==> config.mk <==
export PLATFORM = sky130hd
export DESIGN_NAME = stream_pacer
export DESIGN_NICKNAME = d
export VERILOG_FILES = /design/src/rtl/stream_pacer.sv
export SDC_FILE = /design/constraint.sdc
export NUM_CORES = 1
export LEC_CHECK = 0
export ABC_AREA = 1
export CAP_MARGIN = 15
export CORE_MARGIN = 4
export CORE_UTILIZATION = 50
export DETAILED_ROUTE_END_ITERATION = 6
export PLACE_DENSITY_LB_ADDON = 0.2
export SETUP_SLACK_MARGIN = 0.5
export SLEW_MARGIN = 20
export SYNTH_ARGS = -nofsm -noshare
export SYNTH_HDL_FRONTEND = slang
export SYNTH_SLANG_ARGS = --single-unit
==> constraint.sdc <==
create_clock -name clk -period 4.2 [get_ports clk]
set_input_delay 0.84 -clock clk [delete_from_list [all_inputs] [get_ports clk]]
set_output_delay 0.84 -clock clk [all_outputs]
set_load 0.03 [all_outputs]
Fig. 1: met4 routing
Supply wires on this layer in grey.
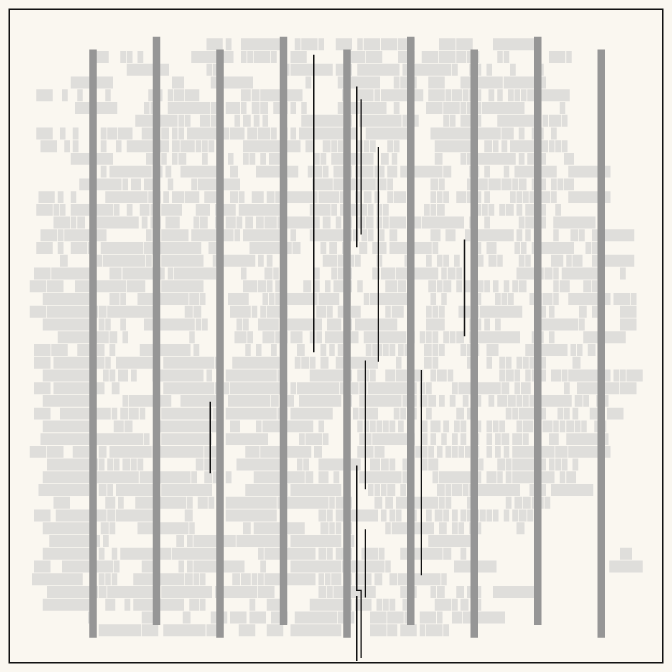
main direction	vertical
longest straight run	63.2 um
share of all routed wire	1.8%
Post-Route WL: 19.8 mm
routed via count: 6,938

Fig. 2: placement view
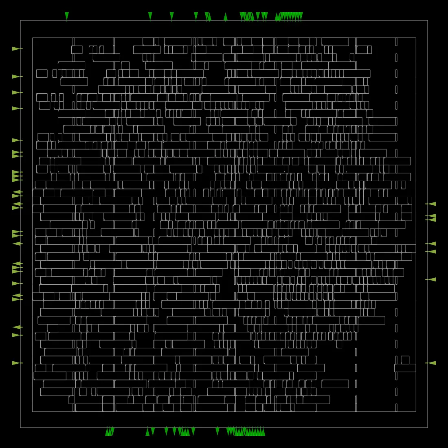
flip-flops: 177
Non-Filler Instances: 1,336

==> notes.md <==
flow finished, numbers: ao+oa area frac around 8.1%, hold_ws 0.465 ns, post-route cell area 10,300 um2, Top logic family simple AND/OR/NAND/NOR gates, DR vias/cell 5.19, fmax roughly 310 MHz, Core Box Area ~17,000 um2, Log Warnings 34, Commonest flop dfrtp_1, CP max stage delay between 0.4 and 0.5 ns, final setup TNS 0 ns, die area a little under 20,000 um2, syn_area_per_cell 8.46 um2, Final nets 1,177, outcome finished, final reports clean, clk slew on worst S/H paths about 0.070 ns, most used cell, CP nand2_1, depth of the worst register-to-register path 16, Adder Area Share 1.83%, num ports about 85, number of remaining DRC errors 0, Latency at later pin between 0.4 and 0.5 ns, top cell type by instance count after synthesis nand2_1, Crit Path Class reg2reg, R2R Setup Slk about 0.97 ns, final-report max-slew violation count 0, Total Routing Usage GR a little over a fifth, number of flops mapped to enable cells by yosys approximately 64, H-tree depth 4, first-pass GRT wire length 33.3 mm, vias in the first global route approximately 6,800, Synth Cell Area around 8600 um2, Least-Margin Pin Slew slightly above 1 ns, Syn-to-layout area delta 20.1%, Horiz. Die Dim around 140 um, drt wl/cell about 15 um, floorplan utilization 51.4%, Buf+Inv Stages, Crit Path 3, max reg flops about 64, Die Height ~140 um, largest net degree at the start of global routing between 100 and 150, Netlist cell types 36, pwr dens around 530 nW/um2, initial antenna violation count 0
==> cell type report <==
type	instances	area, um2
fillers	1443	6420
clock buffers	17	425
multi-input cells	704	3350
inverters	109	409
well taps	220	275
repair buffers	94	930
clock inverters	15	205
flip-flops and latches	177	4750
==> through the flow <==
| stage | setup WS (ns) | power, mW | utilization [%] |
|---|---|---|---|
| floorplan | 1.13 | 3.31 | - |
| global placement | 0.865 | 3.80 | 57.9 |
| detailed placement | 0.777 | 3.83 | 57.9 |
| CTS | 0.862 | 5.49 | 61.7 |
| global route | 0.558 | 5.79 | 61.7 |
| finish | 0.971 | 5.44 | 61.7 |
==> report_power, final <==
part / switching (mW) / leakage (nW) / internal, mW
combinational: 0.905 / 2.13 / 0.562
clock: 0.777 / 0.304 / 0.867
sequential: 0.241 / 2.07 / 2.09
total: 1.92 / 4.51 / 3.52
==> layer usage <==
layer / vias up / track usage (%) / share of wire [%]
met4: 0 / 6.28 / 1.8
met1: 3277 / 26.8 / 44
li1: 3498 / - / -
met3: 25 / 4.67 / 4.0
met5: - / 0 / 0
met2: 138 / 36.7 / 50
==> what timing repair did <==
| item | in CTS | in global routing |
|---|---|---|
| resized | 0 | 1 |
| hold buffers | 0 | 0 |
| endpoints found under the setup margin | 0 | 1 |
==> cell families (layout without fill, tap and decap cells) <==
family | count (synthesis) | count (layout)
compound gates | 126 | 126
xor+xnor | 19 | 19
fa+ha+maj | 12 | 12
buf+inv | 137 | 235
flops | 177 | 177
simple gates | 547 | 547
==> layout by cell type, fill, tap and decap left out, drive strengths merged, types with 13 or more instances in the layout <==
cell type | netlist | routed
nand2 | 290 | 290
nor2 | 158 | 158
inv | 108 | 114
dfrtp | 113 | 113
clkdlybuf4s50 | 0 | 83
o21ai | 66 | 66
edfxtp | 64 | 64
nand3 | 56 | 56
o22ai | 25 | 25
a31oi | 18 | 18
clkbuf | 20 | 17
xor2 | 15 | 15
a21oi | 13 | 13
==> worst reg2reg max path, delay by kind of cell, from the launching register on <==
family | cells | cell delay, ns
adders and majority gates | 2 | 0.82
AOI/OAI and AO/OA | 3 | 0.44
DFF | 1 | 0.43
buffers and inverters | 3 | 0.48
and+or+nand+nor | 8 | 1.02
No activity file was given, so power comes from the tool's default toggle rates.
